==> images/wire_density.png <==
Drawn at 1.5 px/micron. 26 x 26 tiles, from black (low) to pale yellow (high), scaled to the fullest tile. Values are wire area over tile area, all layers added.
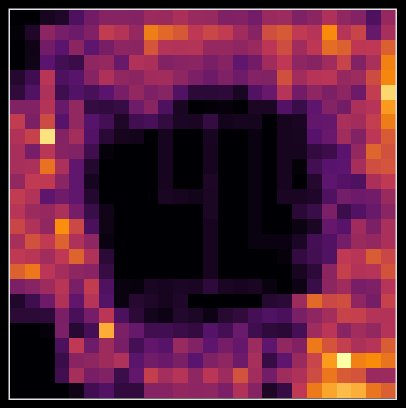
==> images/drive_strength.png <==
Drawn at 2 px/micron.
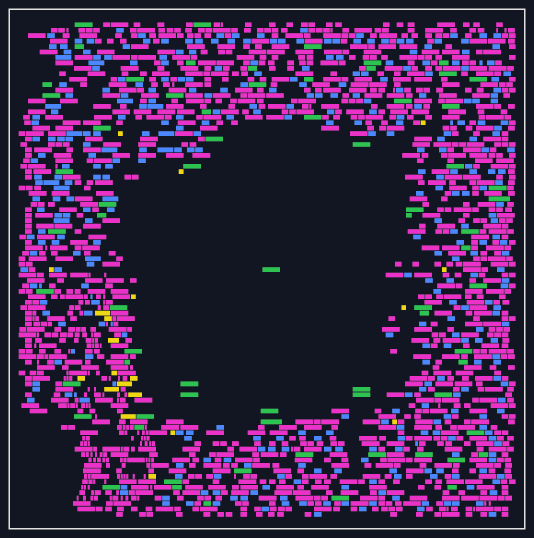
==> images/final_clocks.png <==
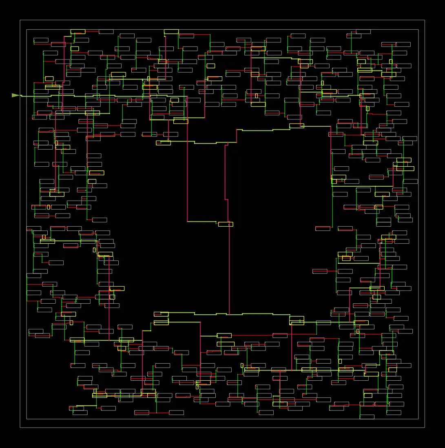
==> images/registers.png <==
Drawn at 1.5 px/micron. Other sequential cells in the stronger gray, the rest of the logic in the fainter gray.
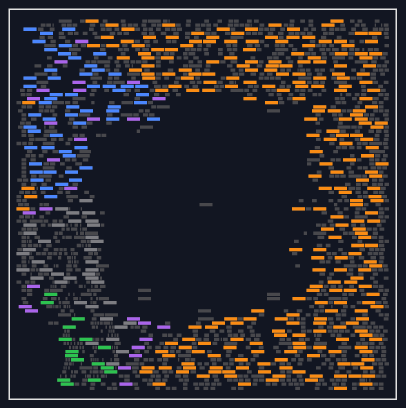
==> images/met3.png <==
Drawn at 2 px/micron.
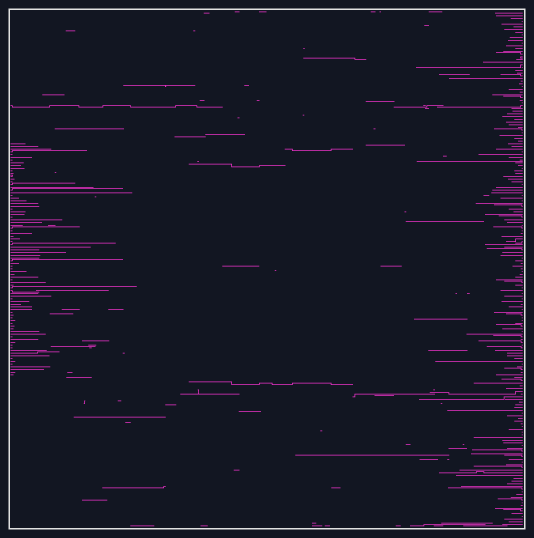
`src/rtl/cache_flush_seq.sv`:
```
// Flush/clean sequencer: borrows the cache arrays from the main FSM, walks every set,
// writes back valid+dirty lines in ascending way order, then clears dirty (and optionally valid) bits.
module cache_flush_seq #(
    parameter int unsigned IDX_BITS  = 13,
    parameter int unsigned TAG_BITS  = 14,
    parameter int unsigned WAYS      = 4,
    parameter int unsigned LINE_BITS = 256
) (
    input  logic                     clk,
    input  logic                     rst,
    input  logic                     flush_req,
    input  logic                     flush_inval,
    output logic                     flush_busy,
    output logic                     flush_done,
    output logic                     own_req,
    input  logic                     own_gnt,
    output logic [IDX_BITS-1:0]      arr_idx,
    output logic                     arr_rd,
    input  logic [WAYS-1:0]          valid_in,
    input  logic [WAYS-1:0]          dirty_in,
    input  logic [WAYS*TAG_BITS-1:0] tag_in,
    output logic                     data_rd,
    output logic [1:0]               data_way,
    input  logic [LINE_BITS-1:0]     data_in,
    output logic                     vd_wr,
    output logic [WAYS-1:0]          valid_wd,
    output logic [WAYS-1:0]          dirty_wd,
    output logic                     mm_wr_req,
    output logic [31:0]              mm_wr_addr,
    output logic [LINE_BITS-1:0]     mm_wr_data,
    input  logic                     mm_wr_ack,
    output logic [IDX_BITS+2:0]      wb_count
);

    localparam int unsigned CNT_BITS  = IDX_BITS + 3;
    localparam int unsigned ADDR_BITS = 32;
    localparam int unsigned OFF_BITS  = 5;

    typedef enum logic [3:0] {
        IDLE,
        ARB,
        RD_IDX,
        CHK,
        RD_LINE,
        WB,
        CLR,
        NEXT,
        DONE
    } state_t;

    state_t                state;
    state_t                state_nxt;

    logic                  inval_q;
    logic                  inval_nxt;
    logic [WAYS-1:0]       pend;
    logic [WAYS-1:0]       pend_nxt;
    logic [WAYS-1:0]       valid_q;
    logic [WAYS-1:0]       valid_q_nxt;
    logic [TAG_BITS-1:0]   tag_q     [WAYS];
    logic [TAG_BITS-1:0]   tag_q_nxt [WAYS];
    logic [IDX_BITS-1:0]   idx_nxt;
    logic [CNT_BITS-1:0]   wb_count_nxt;
    logic [1:0]            data_way_nxt;
    logic [WAYS-1:0]       valid_wd_nxt;
    logic [WAYS-1:0]       dirty_wd_nxt;
    logic                  mm_wr_req_nxt;
    logic [ADDR_BITS-1:0]  mm_wr_addr_nxt;
    logic [LINE_BITS-1:0]  mm_wr_data_nxt;

    // Lowest pending way: ways are always serviced in ascending order.
    function automatic logic [1:0] low_way(input logic [WAYS-1:0] p);
        logic [1:0] w;
        w = 2'd0;
        for (int i = int'(WAYS) - 1; i >= 0; i--) begin
            if (p[i]) begin
                w = 2'(i);
            end
        end
        return w;
    endfunction

    always_ff @(posedge clk or posedge rst) begin
        if (rst) begin
            state <= IDLE;
        end else begin
            state <= state_nxt;
        end
    end

    always_comb begin
        state_nxt      = state;
        inval_nxt      = inval_q;
        pend_nxt       = pend;
        valid_q_nxt    = valid_q;
        tag_q_nxt      = tag_q;
        idx_nxt        = arr_idx;
        wb_count_nxt   = wb_count;
        mm_wr_req_nxt  = mm_wr_req;
        mm_wr_addr_nxt = mm_wr_addr;
        mm_wr_data_nxt = mm_wr_data;
        valid_wd_nxt   = valid_wd;
        dirty_wd_nxt   = dirty_wd;
        data_way_nxt   = data_way;

        case (state)
            IDLE: begin
                if (flush_req) begin
                    state_nxt    = ARB;
                    inval_nxt    = flush_inval;
                    idx_nxt      = '0;
                    wb_count_nxt = '0;
                end
            end
            ARB: begin
                if (own_gnt) begin
                    state_nxt = RD_IDX;
                end
            end
            RD_IDX: begin
                state_nxt = CHK;
            end
            CHK: begin
                valid_q_nxt = valid_in;
                pend_nxt    = valid_in & dirty_in;
                for (int i = 0; i < int'(WAYS); i++) begin
                    tag_q_nxt[i] = tag_in[i*TAG_BITS +: TAG_BITS];
                end
                if (pend_nxt != '0) begin
                    state_nxt = RD_LINE;
                end else if (inval_q && (valid_in != '0)) begin
                    state_nxt = CLR;
                end else begin
                    state_nxt = NEXT;
                end
            end
            RD_LINE: begin
                state_nxt = WB;
            end
            WB: begin
                // First WB cycle captures the line; the request rises with stable addr/data.
                if (!mm_wr_req) begin
                    mm_wr_req_nxt  = 1'b1;
                    mm_wr_data_nxt = data_in;
                    mm_wr_addr_nxt = ADDR_BITS'({tag_q[data_way], arr_idx, OFF_BITS'(0)});
                end else if (mm_wr_ack) begin
                    mm_wr_req_nxt = 1'b0;
                    pend_nxt      = pend & ~(WAYS'(1) << data_way);
                    wb_count_nxt  = wb_count + CNT_BITS'(1);
                    state_nxt     = (pend_nxt != '0) ? RD_LINE : CLR;
                end
            end
            CLR: begin
                state_nxt = NEXT;
            end
            NEXT: begin
                idx_nxt   = arr_idx + IDX_BITS'(1);
                state_nxt = (&arr_idx) ? DONE : RD_IDX;
            end
            DONE: begin
                state_nxt = IDLE;
            end
            default: begin
                state_nxt = IDLE;
            end
        endcase

        if (state_nxt == RD_LINE) begin
            data_way_nxt = low_way(pend_nxt);
        end
        if (state_nxt == CLR) begin
            valid_wd_nxt = inval_q ? '0 : valid_q_nxt;
            dirty_wd_nxt = '0;
        end
    end

    // Datapath and registered outputs; strobes are decoded from the upcoming state.
    always_ff @(posedge clk or posedge rst) begin
        if (rst) begin
            inval_q    <= 1'b0;
            pend       <= '0;
            valid_q    <= '0;
            for (int i = 0; i < int'(WAYS); i++) begin
                tag_q[i] <= '0;
            end
            arr_idx    <= '0;
            wb_count   <= '0;
            flush_busy <= 1'b0;
            flush_done <= 1'b0;
            own_req    <= 1'b0;
            arr_rd     <= 1'b0;
            data_rd    <= 1'b0;
            data_way   <= 2'd0;
            vd_wr      <= 1'b0;
            valid_wd   <= '0;
            dirty_wd   <= '0;
            mm_wr_req  <= 1'b0;
            mm_wr_addr <= '0;
            mm_wr_data <= '0;
        end else begin
            inval_q    <= inval_nxt;
            pend       <= pend_nxt;
            valid_q    <= valid_q_nxt;
            tag_q      <= tag_q_nxt;
            arr_idx    <= idx_nxt;
            wb_count   <= wb_count_nxt;
            flush_busy <= (state_nxt != IDLE);
            own_req    <= (state_nxt != IDLE);
            flush_done <= (state_nxt == DONE);
            arr_rd     <= (state_nxt == RD_IDX);
            data_rd    <= (state_nxt == RD_LINE);
            vd_wr      <= (state_nxt == CLR);
            data_way   <= data_way_nxt;
            valid_wd   <= valid_wd_nxt;
            dirty_wd   <= dirty_wd_nxt;
            mm_wr_req  <= mm_wr_req_nxt;
            mm_wr_addr <= mm_wr_addr_nxt;
            mm_wr_data <= mm_wr_data_nxt;
        end
    end

endmodule

```
`config.mk`:
```
export PLATFORM = sky130hd
export DESIGN_NAME = cache_flush_seq
export DESIGN_NICKNAME = d
export VERILOG_FILES = /design/src/rtl/cache_flush_seq.sv
export SDC_FILE = /design/constraint.sdc
export NUM_CORES = 1
export LEC_CHECK = 0
export CAP_MARGIN = 20
export CORE_AREA = 4 4 253 255
export DETAILED_ROUTE_END_ITERATION = 8
export DIE_AREA = 0 0 257 259
export SLEW_MARGIN = 20
export SYNTH_ARGS = -nofsm -noshare
export SYNTH_HDL_FRONTEND = slang
export SYNTH_SLANG_ARGS = --single-unit
```
`constraint.sdc`:
```
create_clock -name clk -period 13.8 [get_ports clk]
set_input_delay 2.07 -clock clk [delete_from_list [all_inputs] [get_ports clk]]
set_output_delay 2.07 -clock clk [all_outputs]
set_load 0.02 [all_outputs]
```
==> metrics.csv <==
stage,metric,value,unit
setup_path,arrival time at the worst endpoint,5.06,ns
synthesis,synthesized cell area,15800,sq um
floorplanning,die footprint,66600,sq um
global_route,number of antenna violations at the first check in global routing,10,
route,number of routed nets with antenna violations,0,
clocking,Resized Gates After CTS,0,
global_route,first-pass GRT wire length,76.4,mm
layout,Signal buf overhead,26.6,%
synthesis,number of cells produced by synthesis,1011,
global_route,maximum number of pins on one net before global-route repair,131,
sta,achievable frequency,221,MHz
layout,clock network area share,6.43,%
clocking,"Setup Fix Bufs, Post-CTS",0,
power,static leakage power,10.1,nW
setup_path,chain of cells forming the critical path,"clkdlybuf4s50_1, inv_8, buf_4, buf_4",
layout,number of filler cells placed in the layout,5791,
floorplanning,horizontal die size,257,microns
synthesis,total of flip-flops plus latches after synthesis,393,
setup_path,minimum setup slack among reg-to-reg paths,9.75,ns
route,via/cell ratio,4.27,
clocking,clock tree root driver cell,clkbuf_16,
route,number of optimization iterations in the first detailed-route pass,6,
clocking,deepest level of the CTS H-tree,2,
synthesis,warning count from the yosys run,0,
synthesis,most frequent cells after synthesis,"dfrtp_1 (393), mux2_2 (345), buf_4 (44)",
power,power density cells,236,nW/um^2
sta,sum of negative setup slack,0,ns
setup_path,Critical Path End Type,asynchronous set/reset pin,
placed_design,count of input and output buffers,650,
sta,final setup violating endpoints,0,
synthesis,post-synthesis async set-or-reset flop share,100,%
setup_path,peak fanout along the critical path,130,
synthesis,cell count listed in synth_stat.txt,1011,
setup_path,R2R depth,5,
worst_hold_path,"Endpoint, Worst Hold",valid_q[1],
floorplanning,number of tap cells added at floorplan,837,
sta,"Min Clock Period, post-route",4.52,ns
placed_design,final weighted congestion in routability-driven placement,0.824,
outcome,run status,finished clean,
sta,max-slew violation count,0,
setup_path,Worst setup SP type,input pin,
synthesis,number of enable-type register cells in the synthesized netlist,0,
synthesis,cell type with the largest total area after synthesis,dfrtp_1,
-- wire_density.png (at the start) --
tiles over half the peak: 13%
emptiest ninth of the die: middle
mean over tiles: 0.13
fullest tile: 0.47
total via count in the routed design: 10.9k
Total Wirelength: 51.6 mm
global routing usage summed across all routing layers: 14.8%
DR WL/cell: 20.3 microns

-- drive_strength.png (at the start) --
| color | size | cells | share |
|---|---|---|---|
| green | drive 6 and up | 70 | 4.1% |
| yellow | drive 3 to 4 | 20 | 1.2% |
| blue | drive 2 | 376 | 22% |
| magenta | drive 1 or less | 1236 | 73% |
Layout area overhead: 55.9%
buffers outside the clock class: 659
final design instance area without fill: 24700 sq um
PnR worst setup slack: 9.28 ns

-- final_clocks.png (at the start) --
total CTS buffers: 47
clock skew after layout: 0.0206 ns
tally of clock buffers in the finished layout: 75
number of sinks on the clock net: 393
clock latency on the worst-skew pair: 0.56 ns

-- registers.png (at the start) --
| color | netlist name | placed flops |
|---|---|---|
| green | `wb_count` | 16 |
| blue | `tag_q` | 56 |
| purple | `mm_wr_addr` | 27 |
| orange | `mm_wr_data` | 256 |
area used by sequential logic in the layout: 9830 sq um
utilization of the core after routing: 40.0%
proportion of cell area occupied by registers: 39.9%

-- met3.png (at the start) --
main direction: horizontal
longest straight run: 76.6 microns
met3 usage in global routing: 5.39%

worst max-delay path: cells and delay by family:
family / cells / cell delay, ns
buf+inv: 4 / 2.83
state kept, by name (all words and copies together) (netlist names), 2 cells and up:
register and cells:
state 4, mm_wr_addr 27, pend 4, arr_idx 13
data_way 2, mm_wr_data 256, tag_q 56, wb_count 16
valid_q 4, valid_wd 4
stage by stage:
stage | hold slack [ns] | power (mW) | util (%) | cell area, sq um
after floorplan | 0.473 | 3.35 | - | 15900
after global placement | 0.485 | 4.58 | 37.4 | 23100
after detailed placement | 0.486 | 4.63 | 37.4 | 23100
after CTS | 0.498 | 5.92 | 40.0 | 24600
after global routing | 0.505 | 6.13 | 40.0 | 24700
final | 0.499 | 5.82 | 40.0 | 24700
logic make-up after synthesis:
logic type | Yosys count | synth area share, %
flops | 393 | 62.2
fa+ha+maj | 2 | 0.158
other cells | 1 | 0.0237
xor+xnor | 11 | 0.609
simple gates | 101 | 4.13
mux | 366 | 27.0
buf+inv | 78 | 3.13
compound gates | 59 | 2.80
worst max-delay path by stage:
stage	startpoint	endpoint	slack, ns
6_report	rst	mm_wr_data[49]	9.28
5_1_grt	rst	mm_wr_data[23]	8.78
4_1_cts	rst	mm_wr_data[23]	9.17
3_5_place_dp	rst	mm_wr_data[84]	8.54
3_3_place_gp	rst	mm_wr_data[84]	8.62
2_1_floorplan	rst	arr_idx[0]	0.80
per-layer routing:
layer | global-route usage, % | part of all wire [%]
met5 | 0 | 0.045
met4 | 5.17 | 3.2
met3 | 5.39 | 7.8
met2 | 26.1 | 51
met1 | 16.7 | 38
report_power, final:
group	switching, mW	internal, mW
combinational	1.20	1.37
clock	0.485	0.770
sequential	0.311	1.69
total	2.00	3.83
Power is estimated from default activity; no workload was simulated.
